## config.mk

```make
export PLATFORM = sky130hd
export DESIGN_NAME = uart_imem_loader
export DESIGN_NICKNAME = d
export VERILOG_FILES = /design/src/rtl/uart_imem_loader.sv
export SDC_FILE = /design/constraint.sdc
export NUM_CORES = 1
export LEC_CHECK = 0
export ABC_AREA = 1
export CAP_MARGIN = 20
export CORE_MARGIN = 4
export CORE_UTILIZATION = 45
export CTS_BUF_LIST = sky130_fd_sc_hd__clkbuf_8
export CTS_CLUSTER_DIAMETER = 100
export DETAILED_ROUTE_END_ITERATION = 16
export PLACE_DENSITY = 0.7
export REMOVE_ABC_BUFFERS = 1
export SYNTH_ARGS = -nofsm -noshare
export SYNTH_HDL_FRONTEND = slang
export SYNTH_SLANG_ARGS = --single-unit
```

## constraint.sdc

```tcl
create_clock -name clk -period 4.6 [get_ports clk]
set_input_delay 0.92 -clock clk [delete_from_list [all_inputs] [get_ports clk]]
set_output_delay 0.92 -clock clk [all_outputs]
set_load 0.02 [all_outputs]
```

## src/rtl/uart_imem_loader.sv

```systemverilog
// -----------------------------------------------------------------------------
// uart_imem_loader
//
// Boot loader that sits in front of the instruction memory. It receives a
// program over the RsRx UART line (8N1, LSB first) and packs the bytes into
// 32-bit little-endian words. It writes those words to consecutive
// instruction-memory word addresses. The CPU is held in reset (cpu_hold) until
// the declared number of words has arrived.
//
// Packet: LEN_LO, LEN_HI (N = 16-bit word count), then N*4 data bytes. The
// first byte of each word lands in wdata[7:0].
//
// Parameters
//   CLK_FREQ    clk frequency in Hz
//   BAUD        UART bit rate; CLKS_PER_BIT = CLK_FREQ/BAUD, must be >= 8
//   ADDR_WIDTH  instruction-memory word-address width (16 or less)
//
// Ports
//   clk         system clock, rising edge
//   reset       asynchronous, active-high
//   RsRx        UART receive line, idles high, asynchronous to clk
//   imem_we     one-cycle write strobe to instruction memory
//   imem_addr   word address for the write (stable while imem_we=1)
//   imem_wdata  word for the write (stable while imem_we=1)
//   cpu_hold    1 = keep CPU in reset, 0 = program loaded
//   load_done   1 once all declared words have been received
//   frame_err   sticky, set on any bad stop bit
//   overflow    sticky, set when the word count exceeds 2**ADDR_WIDTH
// -----------------------------------------------------------------------------
module uart_imem_loader #(
  parameter int CLK_FREQ   = 100_000_000,
  parameter int BAUD       = 115200,
  parameter int ADDR_WIDTH = 10
) (
  input  logic                  clk,
  input  logic                  reset,
  input  logic                  RsRx,
  output logic                  imem_we,
  output logic [ADDR_WIDTH-1:0] imem_addr,
  output logic [31:0]           imem_wdata,
  output logic                  cpu_hold,
  output logic                  load_done,
  output logic                  frame_err,
  output logic                  overflow
);

  localparam int CLKS_PER_BIT = CLK_FREQ / BAUD;
  localparam int TIMER_W      = $clog2(CLKS_PER_BIT);

  // The timer restarts at 0 on every state change. A tick therefore falls on
  // the last count of each interval.
  localparam logic [TIMER_W-1:0] FULL_TICK = TIMER_W'(CLKS_PER_BIT - 1);
  localparam logic [TIMER_W-1:0] HALF_TICK = TIMER_W'(CLKS_PER_BIT / 2 - 1);

  // Memory depth widened by one bit so that 2**16 can still be compared
  // against the 16-bit word counter.
  localparam logic [16:0] DEPTH = 17'(1 << ADDR_WIDTH);

  typedef enum logic [1:0] {
    RX_IDLE,
    RX_START,
    RX_DATA,
    RX_STOP
  } rx_state_e;

  typedef enum logic [1:0] {
    LD_LEN0,
    LD_LEN1,
    LD_DATA,
    LD_DONE
  } ld_state_e;

  // ---------------------------------------------------------------------------
  // RsRx synchroniser. The flops reset to 1 (idle line), so leaving reset can
  // never look like a start bit.
  // ---------------------------------------------------------------------------
  logic rx_sync1_q;
  logic rx_sync2_q;

  // NOTE: every clocked block uses non-blocking assignments. Each flop then
  //       samples the value from before the edge, which is what makes this
  //       two-stage chain a real two-stage chain.
  always_ff @(posedge clk or posedge reset) begin
    if (reset) begin
      rx_sync1_q <= 1'b1;
      rx_sync2_q <= 1'b1;
    end else begin
      rx_sync1_q <= RsRx;
      rx_sync2_q <= rx_sync1_q;
    end
  end

  // ---------------------------------------------------------------------------
  // RX FSM
  // ---------------------------------------------------------------------------
  rx_state_e            rx_state_q, rx_state_d;
  logic [TIMER_W-1:0]   timer_q, timer_d;
  logic [2:0]           bit_cnt_q, bit_cnt_d;
  logic [7:0]           shift_q, shift_d;
  logic                 frame_err_q, frame_err_d;
  logic                 byte_valid;
  logic [7:0]           rx_byte;

  // State register
  always_ff @(posedge clk or posedge reset) begin
    if (reset) rx_state_q <= RX_IDLE;
    else       rx_state_q <= rx_state_d;
  end

  // Next-state logic
  always_comb begin
    // NOTE: the default assignment comes first, so every path assigns the
    //       signal and no latch is inferred.
    rx_state_d = rx_state_q;
    case (rx_state_q)
      RX_IDLE:  if (!rx_sync2_q) rx_state_d = RX_START;
      RX_START: if (timer_q == HALF_TICK)
                  rx_state_d = rx_sync2_q ? RX_IDLE : RX_DATA;  // high = glitch
      RX_DATA:  if (timer_q == FULL_TICK && bit_cnt_q == 3'd7)
                  rx_state_d = RX_STOP;
      RX_STOP:  if (timer_q == FULL_TICK) rx_state_d = RX_IDLE;
      default:  rx_state_d = RX_IDLE;
    endcase
  end

  // Output / datapath logic
  always_comb begin
    timer_d     = timer_q + TIMER_W'(1);
    bit_cnt_d   = bit_cnt_q;
    shift_d     = shift_q;
    frame_err_d = frame_err_q;
    byte_valid  = 1'b0;
    case (rx_state_q)
      RX_IDLE: timer_d = '0;
      RX_START: begin
        if (timer_q == HALF_TICK) begin
          timer_d   = '0;
          bit_cnt_d = '0;
        end
      end
      RX_DATA: begin
        if (timer_q == FULL_TICK) begin
          timer_d   = '0;
          // LSB arrives first. Shift in from the top, so after 8 samples the
          // first bit sits in bit 0.
          shift_d   = {rx_sync2_q, shift_q[7:1]};
          bit_cnt_d = bit_cnt_q + 3'd1;
        end
      end
      RX_STOP: begin
        if (timer_q == FULL_TICK) begin
          timer_d = '0;
          if (rx_sync2_q) byte_valid  = 1'b1;
          else            frame_err_d = 1'b1;
        end
      end
      default: timer_d = '0;
    endcase
  end

  assign rx_byte = shift_q;

  always_ff @(posedge clk or posedge reset) begin
    if (reset) begin
      timer_q     <= '0;
      bit_cnt_q   <= '0;
      shift_q     <= '0;
      frame_err_q <= 1'b0;
    end else begin
      timer_q     <= timer_d;
      bit_cnt_q   <= bit_cnt_d;
      shift_q     <= shift_d;
      frame_err_q <= frame_err_d;
    end
  end

  // ---------------------------------------------------------------------------
  // Loader FSM (advances only on byte_valid)
  // ---------------------------------------------------------------------------
  ld_state_e             ld_state_q, ld_state_d;
  logic [15:0]           len_q, len_d;
  logic [1:0]            byte_cnt_q, byte_cnt_d;
  logic [31:0]           word_q, word_d;
  logic [15:0]           wcnt_q, wcnt_d;
  logic                  we_q, we_d;
  logic [ADDR_WIDTH-1:0] addr_q, addr_d;
  logic [31:0]           wdata_q, wdata_d;
  logic                  overflow_q, overflow_d;
  logic                  load_done_q;
  logic                  cpu_hold_q;
  logic                  word_complete;
  logic                  in_range;

  assign word_complete = (ld_state_q == LD_DATA) && byte_valid &&
                         (byte_cnt_q == 2'd3);
  assign in_range      = ({1'b0, wcnt_q} < DEPTH);

  // State register
  always_ff @(posedge clk or posedge reset) begin
    if (reset) ld_state_q <= LD_LEN0;
    else       ld_state_q <= ld_state_d;
  end

  // Next-state logic
  always_comb begin
    ld_state_d = ld_state_q;
    case (ld_state_q)
      LD_LEN0: if (byte_valid) ld_state_d = LD_LEN1;
      LD_LEN1: if (byte_valid)
                 ld_state_d = ({rx_byte, len_q[7:0]} == 16'd0) ? LD_DONE : LD_DATA;
      // Entering DONE on the same edge that raises the last strobe makes
      // load_done and the final imem_we coincide.
      LD_DATA: if (word_complete && (wcnt_q + 16'd1 == len_q))
                 ld_state_d = LD_DONE;
      LD_DONE: ld_state_d = LD_DONE;  // only reset leaves DONE
      default: ld_state_d = LD_LEN0;
    endcase
  end

  // Output / datapath logic
  always_comb begin
    len_d      = len_q;
    byte_cnt_d = byte_cnt_q;
    word_d     = word_q;
    wcnt_d     = wcnt_q;
    we_d       = 1'b0;
    addr_d     = addr_q;
    wdata_d    = wdata_q;
    overflow_d = overflow_q;
    case (ld_state_q)
      LD_LEN0: if (byte_valid) len_d[7:0]  = rx_byte;
      LD_LEN1: if (byte_valid) len_d[15:8] = rx_byte;
      LD_DATA: begin
        if (byte_valid) begin
          // Little-endian. Each byte enters at the top, so after four bytes
          // the first one has reached bits [7:0].
          word_d     = {rx_byte, word_q[31:8]};
          byte_cnt_d = byte_cnt_q + 2'd1;
          if (byte_cnt_q == 2'd3) begin
            wcnt_d = wcnt_q + 16'd1;
            if (in_range) begin
              // Address and data change only here. They stay put for at
              // least the next four byte times, which covers the strobe.
              we_d    = 1'b1;
              addr_d  = wcnt_q[ADDR_WIDTH-1:0];
              wdata_d = word_d;
            end else begin
              overflow_d = 1'b1;  // word is consumed but never written
            end
          end
        end
      end
      default: ;
    endcase
  end

  always_ff @(posedge clk or posedge reset) begin
    if (reset) begin
      len_q       <= '0;
      byte_cnt_q  <= '0;
      word_q      <= '0;
      wcnt_q      <= '0;
      we_q        <= 1'b0;
      addr_q      <= '0;
      wdata_q     <= '0;
      overflow_q  <= 1'b0;
      load_done_q <= 1'b0;
      cpu_hold_q  <= 1'b1;
    end else begin
      len_q       <= len_d;
      byte_cnt_q  <= byte_cnt_d;
      word_q      <= word_d;
      wcnt_q      <= wcnt_d;
      we_q        <= we_d;
      addr_q      <= addr_d;
      wdata_q     <= wdata_d;
      overflow_q  <= overflow_d;
      // Status flags are registered from the next state. They rise on the
      // same edge as DONE is entered and never glitch.
      load_done_q <= (ld_state_d == LD_DONE);
      cpu_hold_q  <= (ld_state_d != LD_DONE);
    end
  end

  assign imem_we    = we_q;
  assign imem_addr  = addr_q;
  assign imem_wdata = wdata_q;
  assign cpu_hold   = cpu_hold_q;
  assign load_done  = load_done_q;
  assign frame_err  = frame_err_q;
  assign overflow   = overflow_q;

endmodule

```

ff_map.png
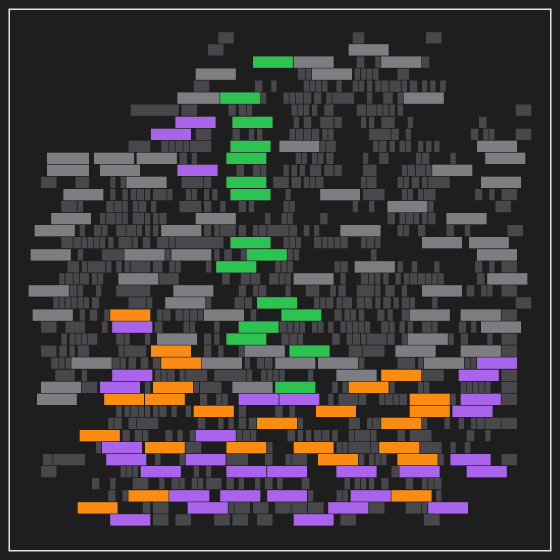
- purple: imem_wdata (placed flops 32)
- orange: word_q (placed flops 24)
- green: len_q (placed flops 16)

class_map.png
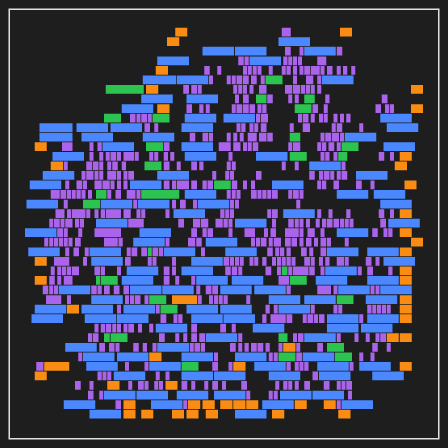
- blue: registers (cells 132)
- orange: remaining buffers and delay cells (cells 51)
- purple: remaining logic cells (cells 544)
- green: clock drivers and dummy loads (cells 32)

sizing.png
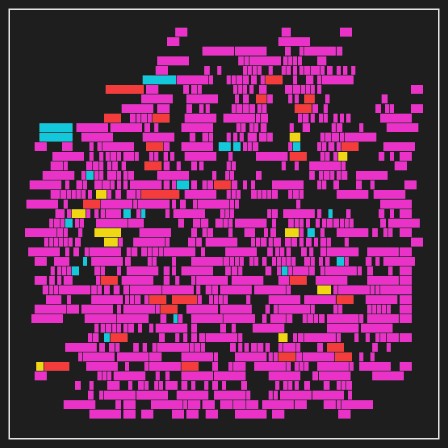
- cyan: x2 (cells 19; share 2.5%)
- magenta: x1 and smaller (cells 704; share 93%)
- yellow: x3 and x4 (cells 10; share 1.3%)
- red: x6 and larger (cells 26; share 3.4%)

util_map.png
12 x 12 tiles, from black (low) to pale yellow (high), 0 to 100% covered.
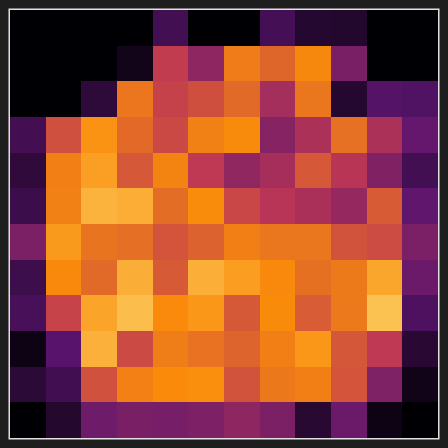
- mean over tiles: 45%
- fullest tile: 87%
- emptiest ninth of the die: top left
- tiles over 75% full: 12%
- nearly empty tiles: 12%

congestion_map.png
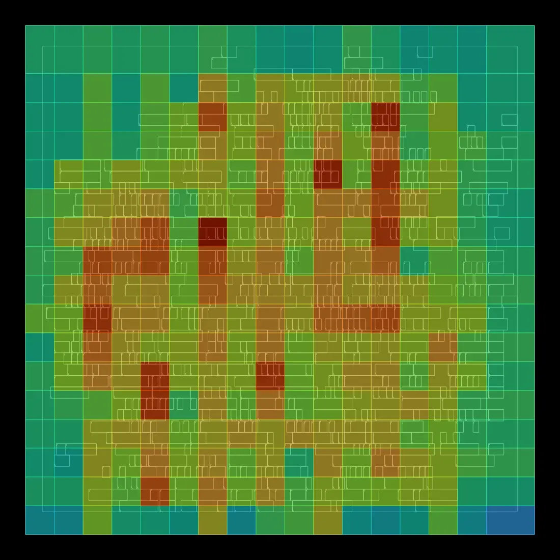
met3 usage in global routing: 4.13%
global-route met1 utilization: 23.7%
Layout Utilization: 54.5%

==> impl_metrics.json <==
{
  "reg2reg_setup_slack_ns": 1.57,
  "port_buffers": 49,
  "min_to": "rx_sync2_q",
  "p_comb_share_pct": 1.2,
  "start_kind": "register",
  "topCombFamilyByArea": "simple AND/OR/NAND/NOR gates",
  "h-tree-depth": 4,
  "xor_share_pct": 0.600,
  "ys_types": 30,
  "grt_max_degree": 133,
  "dp_hpwl_um": 8560,
  "clockRootBuffer": "clkbuf_8",
  "grt_usage_pct": 17.8,
  "hold_path.class": "register to register",
  "drive_gt1_share_pct": 7.25,
  "cts-resized-gates": 0,
  "post_cts_buffers": 0,
  "synth_flop_count": 132,
  "stdcell_count": 931,
  "edf_count": 0,
  "adder_share_pct": 1.29,
  "path_delay_family": "simple AND/OR/NAND/NOR gates",
  "maxCapViolCount": 0,
  "hold_violations": 0,
  "final_nets": 755,
  "simple_gate_area_share_pct": 25.4,
  "clockPowerShare_pct": 45.1,
  "cp-end-kind": "register",
  "crit_fanout": 66,
  "ys_seq_share_pct": 56.6,
  "cts_buffers": 17,
  "clkSlewWorstSetupHoldPaths_ns": 0.07,
  "nFillCells": 1195,
  "status": "completed",
  "areaGrowthSynthToFinish_pct": 18.2,
  "pin_count": 50,
  "synthAoiAreaFrac_pct": 9.60,
  "ys_area_sq_um": 5840,
  "fin_setup_tns_ns": 0,
  "placed_cells": 898,
  "ys.flop_type": "dfrtp_1",
  "fp_util_pct": 46.1,
  "syn_inst": 694,
  "critPathMaxStageDelay_ns": 0.52,
  "drcViolationCount": 0,
  "worstRegToRegCells": 11,
  "p_switching_mw": 0.474,
  "via_count": 4565,
  "yosysCellCount": 694,
  "p_per_area_nw_per_um2": 313,
  "tightest_slew_ns": 0.688,
  "synth-async-reset-ratio_pct": 100,
  "drtPass1Iterations": 5,
  "diodes": 0,
  "rows": 41,
  "die_x_um": 122,
  "wire_per_inst_um": 13.1,
  "gp_congestion": 0.878,
  "pwr-share-seq_pct": 53.7,
  "reg2reg_to": "imem_addr[3]",
  "switching_share_pct": 21.9,
  "cp_cell_sequence": "ha_1, nand3_1, nor2_2, nand4_4, nor2_4, inv_2, nor2_4, inv_2, buf_12, nand2_1, o21ai_1",
  "cts_sinks": 132,
  "path_class": "register to register",
  "min_delay_path_depth": 0,
  "period_minus_slack_ns": 3.03
}
==> cell type report <==
| type | instances | area (sq um) | area share (%) |
|---|---|---|---|
| Clock buffer | 20 | 275 | 3.99 |
| Clock inverter | 12 | 128 | 1.85 |
| Inverter | 77 | 292 | 4.22 |
| Multi-Input combinational cell | 467 | 2150 | 31.2 |
| Sequential cell | 132 | 3310 | 47.9 |
| Tap cell | 172 | 215 | 3.12 |
| Timing Repair Buffer | 51 | 531 | 7.69 |
==> worst max-delay path by stage <==
stage                     startpoint                    endpoint  slack, ns  cells after the start
after floorplan                reset  asynchronous set/reset pin       0.16                      1
after global placement    timer_q[0]                imem_addr[9]       1.48                     10
after detailed placement  timer_q[0]               imem_wdata[8]       1.31                     10
after CTS                 timer_q[0]               imem_wdata[8]       1.28                     10
after global routing      timer_q[0]              imem_wdata[10]       1.25                     11
final                     timer_q[0]                imem_addr[3]       1.57                     11
==> power groups by stage <==
stage,sequential (mW),combinational (mW),clock (mW)
detailed placement,1.18,0.0283,0
finish,1.16,0.0263,0.975
global route,1.16,0.0314,1.05
floorplan,1.18,0.0174,0
global placement,1.18,0.0272,0
CTS,1.16,0.0281,0.994
==> routing by layer <==
metal | share of wire, % | up-vias | GRT usage (%) | wire [um]
met2 | 47 | 80 | 28.5 | 5710
met1 | 48 | 2140 | 23.7 | 5780
met4 | 1.8 | 0 | 6.65 | 219
met3 | 3.8 | 18 | 4.13 | 460
met5 | 0 | - | 0 | 0
li1 | - | 2327 | - | -
==> logic make-up after synthesis <==
family,Yosys count
AND/OR/NAND/NOR,347
flip-flops,132
AND-OR/OR-AND,110
buffers and inverters,95
adder cells (fa/ha/maj),6
XOR/XNOR,4
==> per-stage QoR <==
| step | cell area (sq um) | total power, mW |
|---|---|---|
| after global routing | 6900 | 2.25 |
| after global placement | 6480 | 1.21 |
| after detailed placement | 6480 | 1.21 |
| after CTS | 6880 | 2.18 |
| after floorplan | 5750 | 1.20 |
| final | 6900 | 2.16 |
==> cell usage after synthesis, drive strengths merged (2+ instances only) <==
master | count | area, sq um
ha | 6 | 75.1
inv | 77 | 289
clkbuf | 9 | 33.8
nor4 | 4 | 25.0
dfrtp | 129 | 3230
buf | 9 | 53.8
nand3b | 3 | 22.5
xor2 | 2 | 17.5
a21oi | 6 | 30.0
nor3 | 2 | 10.0
nand2 | 243 | 917
nor3b | 2 | 15.0
nand3 | 36 | 190
o31ai | 2 | 15.0
nand4 | 12 | 90.1
nor2 | 45 | 214
xnor2 | 2 | 17.5
o21ai | 100 | 500
dfstp | 3 | 78.8
==> sequential cells by signal, indices dropped and copies added (netlist names), 2 cells and up, named ones only <==
signal,flops
timer_q,10
imem_addr,10
imem_wdata,32
bit_cnt_q,3
rx_byte,8
word_q,24
ld_state_q,2
len_q,16
byte_cnt_q,2
wcnt_q,16
Power figures rest on the tool's default switching activity, not on a simulated workload.
